Figure 1. Routed metal per tile (run 1).
22 x 22 tiles, from black (low) to pale yellow (high), scaled to the fullest tile. Values are wire area over tile area, all layers added.
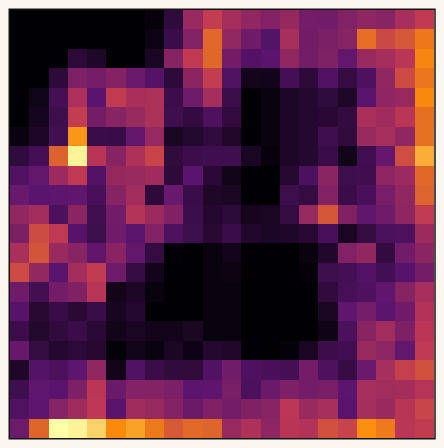
Figure 2. Metal 3 (run 1).
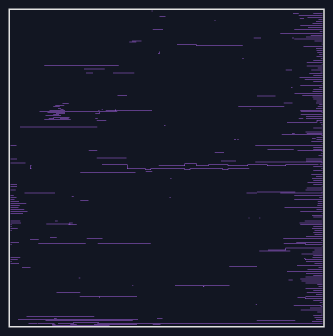
Figure 3. Sequential cells grouped by signal name (run 1).
Other sequential cells in the stronger grey, the rest of the logic in the fainter grey.
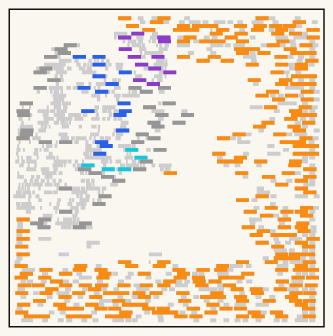
==> config.mk <==
export PLATFORM = sky130hd
export DESIGN_NAME = butterfly_weight_streamer
export DESIGN_NICKNAME = d
export VERILOG_FILES = /design/src/rtl/butterfly_weight_pkg.sv /design/src/rtl/butterfly_len_decode.sv /design/src/rtl/butterfly_weight_streamer.sv
export SDC_FILE = /design/constraint.sdc
export NUM_CORES = 1
export LEC_CHECK = 0
export CAP_MARGIN = 20
export CORE_AREA = 2 2 218 220
export CTS_CLUSTER_SIZE = 10
export DETAILED_ROUTE_END_ITERATION = 10
export DIE_AREA = 0 0 220 222
export DONT_BUFFER_PORTS = 1
export PLACE_DENSITY = 0.49
export SLEW_MARGIN = 20
export SYNTH_ARGS = -nofsm -noshare
export SYNTH_HDL_FRONTEND = slang
export SYNTH_SLANG_ARGS = --single-unit
==> constraint.sdc <==
create_clock -name clk -period 6.8 [get_ports clk]
set_clock_uncertainty 0.1 [all_clocks]
set_input_delay 0.68 -clock clk [delete_from_list [all_inputs] [get_ports clk]]
set_output_delay 0.68 -clock clk [all_outputs]
set_load 0.01 [all_outputs]
==> src/rtl/butterfly_weight_pkg.sv <==
// Shared FSM state type, beat width and length helpers for the butterfly weight path.
package butterfly_weight_pkg;

   typedef enum logic [1:0] {ST_IDLE, ST_READ, ST_DRAIN, ST_DONE} state_t;

   localparam int DEF_DATA_WIDTH     = 16;
   localparam int DEF_BU_PARALLELISM = 4;
   localparam int BEAT_WIDTH         = DEF_DATA_WIDTH * 4 * DEF_BU_PARALLELISM;

   // Index of the highest set bit; exact log2 when len is a power of two.
   function automatic logic [4:0] log2_pow2(input logic [15:0] len);
      logic [4:0] r;
      r = '0;
      for (int i = 0; i < 16; i++)
         if (len[i]) r = 5'(i);
      return r;
   endfunction

   function automatic logic len_legal(input logic [15:0] len,
                                      input logic [16:0] min_len,
                                      input logic [16:0] max_len);
      logic pow2;
      pow2 = (len != 16'd0) && ((len & (len - 16'd1)) == 16'd0);
      return pow2 && ({1'b0, len} >= min_len) && ({1'b0, len} <= max_len);
   endfunction

endpackage

==> src/rtl/butterfly_len_decode.sv <==
// Combinational transform-length decode: legality, beats per stage and stage count.
module butterfly_len_decode
   import butterfly_weight_pkg::*;
#(
   parameter int BU_PARALLELISM = 4,
   parameter int MAX_LENGTH     = 1024
) (
   input  logic [15:0] length,
   output logic        legal,
   output logic [15:0] depth,
   output logic [4:0]  stages
);

   localparam logic [4:0] BEAT_SHIFT = log2_pow2(16'(2 * BU_PARALLELISM));

   always_comb begin
      legal  = len_legal(length, 17'(2 * BU_PARALLELISM), 17'(MAX_LENGTH));
      depth  = length >> BEAT_SHIFT;
      stages = log2_pow2(length);
   end

endmodule

==> src/rtl/butterfly_weight_streamer.sv <==
// Streams every stage's twiddle words from the weight SRAM to the butterfly weight port.
// Define BUTTERFLY_WEIGHT_PACE_EN to issue one read every other cycle.
module butterfly_weight_streamer
   import butterfly_weight_pkg::*;
#(
   parameter int DATA_WIDTH     = DEF_DATA_WIDTH,
   parameter int BU_PARALLELISM = DEF_BU_PARALLELISM,
   parameter int ADDR_WIDTH     = 12,
   parameter int MAX_LENGTH     = 1024
) (
   input  logic                                   clk,
   input  logic                                   rst_n,
   input  logic                                   start,
   input  logic                                   abort,
   input  logic [15:0]                            length,
   input  logic [ADDR_WIDTH-1:0]                  base_addr,
   output logic                                   busy,
   output logic                                   done,
   output logic                                   err,
   output logic                                   mem_rd_en,
   output logic [ADDR_WIDTH-1:0]                  mem_rd_addr,
   input  logic [DATA_WIDTH*4*BU_PARALLELISM-1:0] mem_rd_dat,
   output logic                                   up_weight_vld,
   output logic [DATA_WIDTH*4*BU_PARALLELISM-1:0] up_weight_dat,
   output logic [3:0]                             up_weight_stage,
   output logic                                   up_weight_stage_last
);

   localparam int BEAT_W = DATA_WIDTH * 4 * BU_PARALLELISM;
   localparam logic [ADDR_WIDTH-1:0] ADDR_ONE = 1;

   state_t state_q, state_nxt;

   logic        dec_legal;
   logic [15:0] dec_depth;
   logic [4:0]  dec_stages;

   logic [15:0] depth_q, idx_q;
   logic [4:0]  stages_q, stage_q;
   logic        err_q;

   logic        issue, first, flush, bad_start, pace_skip;
   logic [15:0] iss_depth, iss_idx;
   logic [4:0]  iss_stages, iss_stage;
   logic        iss_last, iss_end;

   logic                  rd_en_p0;
   logic [ADDR_WIDTH-1:0] rd_addr_p0;
   logic [3:0]            stage_p0;
   logic                  last_p0, end_p0;

   logic                  vld_p1;
   logic [3:0]            stage_p1;
   logic                  last_p1, end_p1;

   logic                  vld_p2;
   logic [BEAT_W-1:0]     dat_p2;
   logic [3:0]            stage_p2;
   logic                  last_p2, end_p2;

   butterfly_len_decode #(
      .BU_PARALLELISM (BU_PARALLELISM),
      .MAX_LENGTH     (MAX_LENGTH)
   ) u_len_decode (
      .length (length),
      .legal  (dec_legal),
      .depth  (dec_depth),
      .stages (dec_stages)
   );

`ifdef BUTTERFLY_WEIGHT_PACE_EN
   logic phase_q;

   always_ff @(posedge clk or negedge rst_n) begin
      if (!rst_n)                  phase_q <= 1'b0;
      else if (flush)              phase_q <= 1'b0;
      else if (issue)              phase_q <= 1'b1;
      else if (state_q == ST_READ) phase_q <= 1'b0;
   end

   assign pace_skip = phase_q;
`else
   assign pace_skip = 1'b0;
`endif

   always_ff @(posedge clk or negedge rst_n) begin
      if (!rst_n) state_q <= ST_IDLE;
      else        state_q <= state_nxt;
   end

   always_comb begin
      state_nxt = state_q;
      issue     = 1'b0;
      first     = 1'b0;
      flush     = 1'b0;
      bad_start = 1'b0;
      case (state_q)
         ST_IDLE: begin
            if (start && !abort) begin
               if (dec_legal) begin
                  state_nxt = ST_READ;
                  issue     = 1'b1;
                  first     = 1'b1;
               end else begin
                  bad_start = 1'b1;
               end
            end
         end
         ST_READ: begin
            if (abort) begin
               flush     = 1'b1;
               state_nxt = ST_IDLE;
            end else if (stage_q == stages_q) begin
               state_nxt = ST_DRAIN;
            end else if (!pace_skip) begin
               issue = 1'b1;
            end
         end
         ST_DRAIN: begin
            if (abort) begin
               flush     = 1'b1;
               state_nxt = ST_IDLE;
            end else if (vld_p2 && end_p2) begin
               state_nxt = ST_DONE;
            end
         end
         ST_DONE:  state_nxt = ST_IDLE;
         default:  state_nxt = ST_IDLE;
      endcase
   end

   // The first beat is issued from the decoder directly, before depth/stages are latched.
   always_comb begin
      iss_depth  = first ? dec_depth  : depth_q;
      iss_stages = first ? dec_stages : stages_q;
      iss_stage  = first ? 5'd0       : stage_q;
      iss_idx    = first ? 16'd0      : idx_q;
      iss_last   = (iss_idx == iss_depth - 16'd1);
      iss_end    = iss_last && (iss_stage == iss_stages - 5'd1);
   end

   always_ff @(posedge clk or negedge rst_n) begin
      if (!rst_n) begin
         depth_q  <= '0;
         stages_q <= '0;
         stage_q  <= '0;
         idx_q    <= '0;
         err_q    <= 1'b0;
      end else begin
         err_q <= bad_start;
         if (first) begin
            depth_q  <= dec_depth;
            stages_q <= dec_stages;
         end
         if (issue) begin
            if (iss_last) begin
               idx_q   <= '0;
               stage_q <= iss_stage + 5'd1;
            end else begin
               idx_q   <= iss_idx + 16'd1;
               stage_q <= iss_stage;
            end
         end
      end
   end

   always_ff @(posedge clk or negedge rst_n) begin
      if (!rst_n) begin
         rd_en_p0   <= 1'b0;
         rd_addr_p0 <= '0;
         stage_p0   <= '0;
         last_p0    <= 1'b0;
         end_p0     <= 1'b0;
         vld_p1     <= 1'b0;
         stage_p1   <= '0;
         last_p1    <= 1'b0;
         end_p1     <= 1'b0;
         vld_p2     <= 1'b0;
         dat_p2     <= '0;
         stage_p2   <= '0;
         last_p2    <= 1'b0;
         end_p2     <= 1'b0;
      end else begin
         // p0: registered SRAM read request
         rd_en_p0 <= issue;
         if (issue) begin
            rd_addr_p0 <= first ? base_addr : rd_addr_p0 + ADDR_ONE;
            stage_p0   <= iss_stage[3:0];
            last_p0    <= iss_last;
            end_p0     <= iss_end;
         end
         // p1: SRAM word present on mem_rd_dat
         vld_p1   <= rd_en_p0 && !flush;
         stage_p1 <= stage_p0;
         last_p1  <= last_p0;
         end_p1   <= end_p0;
         // p2: captured weight beat
         vld_p2 <= vld_p1 && !flush;
         if (vld_p1 && !flush) begin
            dat_p2   <= mem_rd_dat;
            stage_p2 <= stage_p1;
            last_p2  <= last_p1;
            end_p2   <= end_p1;
         end else begin
            last_p2 <= 1'b0;
            end_p2  <= 1'b0;
         end
      end
   end

   assign busy                 = (state_q != ST_IDLE);
   assign done                 = (state_q == ST_DONE);
   assign err                  = err_q;
   assign mem_rd_en            = rd_en_p0;
   assign mem_rd_addr          = rd_addr_p0;
   assign up_weight_vld        = vld_p2;
   assign up_weight_dat        = dat_p2;
   assign up_weight_stage      = stage_p2;
   assign up_weight_stage_last = last_p2;

endmodule

==> run notes, run 1 <==
Figures from the implementation reports.

- The flow ran to the end, but the final reports show violations.
- The final reports fail on hold timing.
- The via count of the first global-routing pass came to 8814.
- In this run the tools logged warnings totalling 38.
- The mean instance size in the synthesized netlist is 12.92 sq um.
- The dominant logic cell type in the layout reads dfrtp_1.
- In this design, the largest share of critical-path delay is due to simple AND/OR/NAND/NOR gates.
- The highest metal layer with signal wires reads met5.
- STA lists the maximum fanout along the critical path as 13.
- The worst-case vdd ir drop is roughly 0.00018 V.
- The detailed-route DRC error count reads 0.
- The final core utilization is a little over a third.
- The multiplexer fraction of the synthesized cell area is 20.83%.
- The cell with the biggest individual delay on the critical path reads or4b_2.
- Setup repair after global routing left no endpoint under its margin.
- Global routing consumed, on the met1 layer, between 10% and 20% of the routing resources.
- Along the critical path, the tally of buffer and inverter instances is 2.
- The netlist area before placement reads 0.01444 sq mm.
- The area of combinational cells with multiple inputs is 0.005779 sq mm.
- The I/O pin count is 566.
- The top flip-flop cell by instance count after synthesis reads dfrtp_1.
- The fraction of final layout cells with drive strength greater than 1 reads a little under a third.
- The worst setup path startpoint reads length[2].
- Traced cell by cell, the critical path runs through or3_1 > o41ai_1 > nand2_1 > nor4b_1 > buf_4 > nand2_1 > buf_4 > a21oi_1 > ha_1 > or4b_2 > or4_1 > a32oi_1 > a21oi_1 > nor4b_1 > a221o_1 > nand4_1 > xor2_1.
- The overall power consumption reads 4.093 mW.
- The final setup slack of the worst path is 1.270 ns.
- The number of fill cells in the layout reads ~4.6k.
- The mean routed wirelength per cell reads approximately 24 um.
- The detailed-route wire length reads 41.67 mm.
- In this run, power in the clock network comes to 1.96 mW.
- In this run the deepest clock path goes through 3 buffers.
- Counting cells, the worst reg-to-reg path comes to 17.
- The area-dominant cell class after layout is registers.
- The slack of the worst reg-to-reg path is roughly 1.3 ns.
- The via count of the routed design is 8812.
- The minimum setup slack after placement is 0.7182 ns.
- Headroom to the max-slew limit came out at 37.55%.
- Hold timing on the final database bottoms out at a slack of -0.2634 ns.
- The tally of unique sky130hd cells used after synthesis reads 73.
- The power report puts the leakage power at between 7 and 8 nW.
- The number of logic gates reads 700.
- The non-clock buffer count in the final layout is 11.
- The final timing report derives a shortest allowable period of 5.530 ns.
- The core footprint is between 0.04 and 0.05 sq mm.
- The type of the worst setup path is in -> reg.
- The sequential share of power reads 49.7%.
- The final hold violation count is 334.
- The filler-free cell count of the finished design is 1729.
- The initial antenna violation count is 13.
- The share of the synthesized area in the top cell type reads 57.87%.
- In the finished design the tool counted flip-flops and latches totalling 334.
- The flow reports that combinational logic draws under 10% of the design power.
- For this run, asynchronously set or reset flops after synthesis account for 100.0%.
- The cell area reported after detailed placement is 0.01506 sq mm.
- Per the synthesis report, the adder-cell share of the synthesized area is 0.9356%.
- The cell at the root of the clock tree is clkbuf_16.
- The first TritonRoute pass finished after 5 iterations.
Back to the opening pictures, Figure 1:
emptiest ninth of the die: centre
fullest tile: 0.55
nearly empty tiles: 13%

Back to the opening pictures, Figure 2:
nets with wire on the layer: 239
main direction: horizontal

Back to the opening pictures, Figure 3:
legend:
  purple:
    signal: mem_rd_addr
    placed_flops: 12
    where: north
  blue:
    signal: idx_q
    placed_flops: 16
  cyan:
    signal: stage_q
    placed_flops: 5
  orange:
    signal: up_weight_dat
    placed_flops: 256
    where: widely spread
not coloured: 45
sequential portion of the cell area: 51.53%
Storage cell area: 0.008358 sq mm

==> run 2, diff against run 1 <==
==> constraint.sdc (replaced) <==
create_clock -name clk -period 5.5 [get_ports clk]
set_clock_uncertainty 0.1 [all_clocks]
set_input_delay 0.55 -clock clk [delete_from_list [all_inputs] [get_ports clk]]
set_output_delay 0.55 -clock clk [all_outputs]
set_load 0.01 [all_outputs]
Figure 4. Metal 3 (run 2).
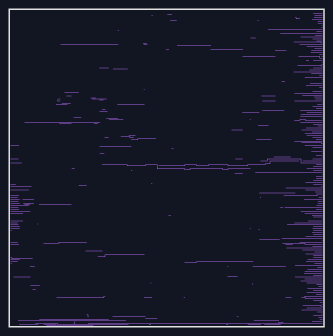
nets with wire on the layer: 237
main direction: horizontal
longest straight run: 164 um
share of all routed wire: 7.6%

==> run 2 against run 1 <==
- the flow still finishes with violations (hold timing)
- wire length increased by 0.60%
- synthesized cell count unchanged
- non-clock buffer count increased by 15
- combinational power increased by 28%
- critical path type is now reg -> reg
==> run notes, run 2 <==
Figures from the implementation reports.

- The global-route met1 utilization came to 17.95% (+0.29 points).
- The top flip-flop cell by instance count after synthesis reads dfrtp_1.
- The worst hold-check slack came to -0.3905 ns (-0.1271 ns).
- The worst setup path startpoint reads state_q[0].
- The worst-case vdd ir drop reads 0.0002365 V (+28%).
- The mean instance size in the synthesized netlist reads 12.92 sq um (unchanged).
- The number of logic gates came to 700 (unchanged).
- The detailed-route DRC error count came to 0 (unchanged).
- The multiplexer fraction of the synthesized cell area came to 20.83% (unchanged).
- The detailed-route wire length came to 41.91 mm (+0.60%).
- The maximum number of buffers from clock root to sink is 3 (unchanged).
- The relative slew slack is 38.05% (+0.49 points).
- The run finished, with violations left.
- The overall power consumption reads 5.244 mW (+28%).
- The count of warning messages emitted by the tools is 41 (+7.9%).
- The netlist area before placement is 0.01444 sq mm (unchanged).
- The proportion of synthesized flip-flops having asynchronous set or reset is 100.0% (unchanged).
- The critical path buffer and inverter count is 3 (+1).
- The final critical delay including setup and external delays reads slightly below 5 ns.
- Looking at the clock tree report, the root buffer type is clkbuf_16.
- The final reports fail on hold timing.
- The peak fanout along the critical path is 58 (+45).
- The final hold violation count reads 334 (unchanged).
- The cell with the biggest individual delay on the critical path is or4b_2.
- The critical path goes through inv_1 > ha_1 > and3_1 > o311ai_2 > or3_2 > buf_4 > nor2_1 > a21oi_1 > ha_1 > or4b_2 > or4_1 > a32oi_1 > a21oi_1 > nor4b_1 > buf_4 > a221o_1 > nand4_1 > xor2_1.
- The minimum setup slack after placement came to 0.09891 ns (-0.6193 ns).
- Setup repair after global routing left no endpoint under its margin.
- The share of the synthesized area in the top cell type reads 57.87% (unchanged).
- The slack of the worst reg-to-reg path was 0.55 ns (-0.78 ns).
- The via count of the first global-routing pass is 8929 (+1.3%).
- The via count of the routed design reads 8830 (+0.20%).
- The cell area reported after detailed placement is 0.01514 sq mm (+0.53%).
- The kind of cell adding the most delay to the critical path is simple AND/OR/NAND/NOR gates.
- The final core utilization is 35.62% (+0.55 points).
- The area-dominant cell class after layout is registers.
- The core footprint reads 0.04626 sq mm (unchanged).
- The sequential cell count of the final layout was 334 (unchanged).
- The mean routed wirelength per cell is 24.02 um (-0.33%).
- The fraction of final layout cells with drive strength greater than 1 is 32.04% (+0.74 points).
==> run 3, diff against run 2 <==
--- a/config.mk
+++ b/config.mk
@@ -5,6 +5,7 @@
 export SDC_FILE = /design/constraint.sdc
 export NUM_CORES = 1
 export LEC_CHECK = 0
+export ABC_AREA = 0
 export CAP_MARGIN = 20
 export CORE_AREA = 2 2 218 220
 export CTS_CLUSTER_SIZE = 10
Figure 5. Port wiring (run 3).
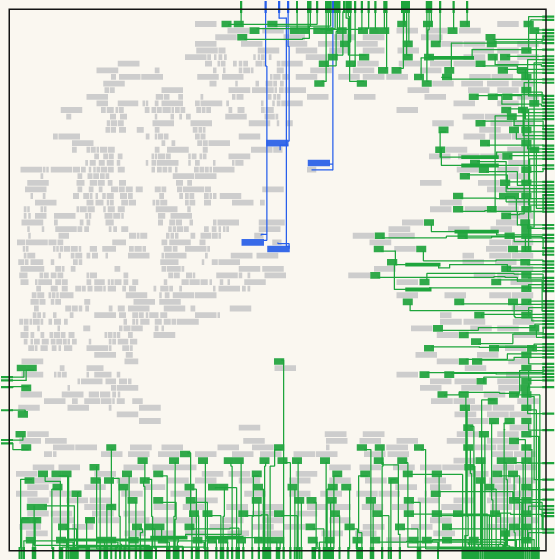
legend:
  green:
    port: mem_rd_dat
    bits: 256
    direction: input
    end_cells: 256
    buffers: 0
    wire: 7380 um
  blue:
    port: up_weight_stage
    bits: 4
    direction: output
    end_cells: 4
    buffers: 0
    wire: 342 um

==> run 3 against run 2 <==
- the flow still finishes with violations (hold timing)
- core utilization stayed put
- die size stayed put
- combinational power hardly changed
- flip-flop count stayed put
- global-route usage stayed put
- non-clock buffer count stayed put
- sequential share of layout area stayed put
- synthesized area stayed put
- worst hold slack stayed put
- highest routed layer unchanged
==> run notes, run 3 <==
Figures from the implementation reports.

- The flow ran to the end, but the final reports show violations.
- The checks that failed: hold timing.
- The overall power consumption was 5.244 mW (unchanged).
- The detailed-route DRC error count was 0 (unchanged).
- The number of ordinary inverters in the final layout reads 18.
- The cell count after synthesis came out at 1118.
- The worst hold-check slack reads -0.3905 ns (unchanged).
- The share of synthesized cell area in and, or, nand and nor gates reads 9.529%.
- In this run the horizontal extent of the chip is 220 um.
- Counting tap cells, the placed design contains a total of 1679 instances.
- The sequential cell count of the final layout was 334 (unchanged).
- The yosys cell count reads 1118.
- Buffers added to address setup during post-CTS repair amount to 0.
- The worst setup path startpoint is state_q[0].
- The area-dominant cell class after layout is registers.
- The critical path buffer and inverter count reads 3 (unchanged).
- The initial utilization of the core area, before any placement, comes to 31.22%.
- The flip-flop count of the largest register, all copies and words added reads roughly 260.
- The cell with the biggest individual delay on the critical path reads or4b_2.
- The number of clock sinks is 334.
- The post-synthesis to final-layout area growth is 14.08%.
- Registers are responsible for 47.9% of the overall power.
- The flip-flop and latch power reads 2.51 mW.
- Per the layout area report, the sequential fraction of cell area is 50.73%.
- The cell area reported after detailed placement is 0.01514 sq mm (unchanged).
- The xor and xnor fraction of the mapped netlist area is approximately 2.6%.
- The vias per cell reads 5.060.
- The type of the worst setup path is reg -> reg.
- The top flip-flop cell by instance count after synthesis is dfrtp_1.
- The maximum number of buffers from clock root to sink is 3 (unchanged).
- The tally of yosys warning messages reads 0.
- The count of warning messages emitted by the tools reads 41 (unchanged).
- The final critical delay including setup and external delays reads 4.951 ns (unchanged).
- The tally of unique sky130hd cells used after synthesis is 73.
- The global-route track usage on met2 reads between 20% and 30%.
- The global-route met1 utilization reads 17.95% (unchanged).
- Wire segments on met3 add up to 3.207 mm in the final route.
- The final core utilization reads 35.62% (unchanged).
- Data on the critical path is required at its endpoint by 5.80 ns.
- The cell at the root of the clock tree is clkbuf_16.
- The mean instance size in the synthesized netlist reads 12.92 sq um (unchanged).
- The wire length on met1 is 15.22 mm.
- The detailed-route wire length reads 41.91 mm (unchanged).
- The final hold violation count reads 334 (unchanged).
- The number of logic gates reads 700 (unchanged).
- The via count of the first global-routing pass is 8929 (unchanged).
- The most frequently used cell type in the post-synthesis netlist is dfrtp_1.
- According to the I/O placement log, the pin count is 566.
- Grouping stages by cell kind, the critical path spends the most delay in simple AND/OR/NAND/NOR gates.
- The minimum setup slack after placement is 0.09891 ns (unchanged).
- The first global-routing pass estimated 59.73 mm of wire.
- The peak fanout along the critical path was 58 (unchanged).
- For reference, the critical path is captured by stage_q[2].
- The core footprint reads 0.04626 sq mm (unchanged).
- The clock network contribution to total cell area is 7.723%.
- The slack of the worst reg-to-reg path reads 0.55 ns (about the same).
- The longest incremental delay of any stage on the critical path is reported as 0.65 ns.
- The leading power group is clock.
- The share of the synthesized area in the top cell type was 57.87% (unchanged).
- The relative slew slack was 38.05% (unchanged).
- The proportion of synthesized flip-flops having asynchronous set or reset reads 100.0% (unchanged).
- The netlist area before placement is 0.01444 sq mm (unchanged).
- The signal on the critical path passes through inv_1 > ha_1 > and3_1 > o311ai_2 > or3_2 > buf_4 > nor2_1 > a21oi_1 > ha_1 > or4b_2 > or4_1 > a32oi_1 > a21oi_1 > nor4b_1 > buf_4 > a221o_1 > nand4_1 > xor2_1.
- The number of synthesized flops with an enable pin is 0.
- The via count of the routed design came to 8830 (unchanged).
- The fraction of final layout cells with drive strength greater than 1 was 32.04% (unchanged).
- The worst-case vdd ir drop reads 0.0002365 V (unchanged).
- The mean routed wirelength per cell reads 24.02 um (unchanged).
- The total length of routed met2 wires is 21.89 mm.
- Setup repair after global routing left no endpoint under its margin.
- The multiplexer fraction of the synthesized cell area was 20.83% (unchanged).
Power figures rest on the tool's default switching activity, not on a simulated workload.
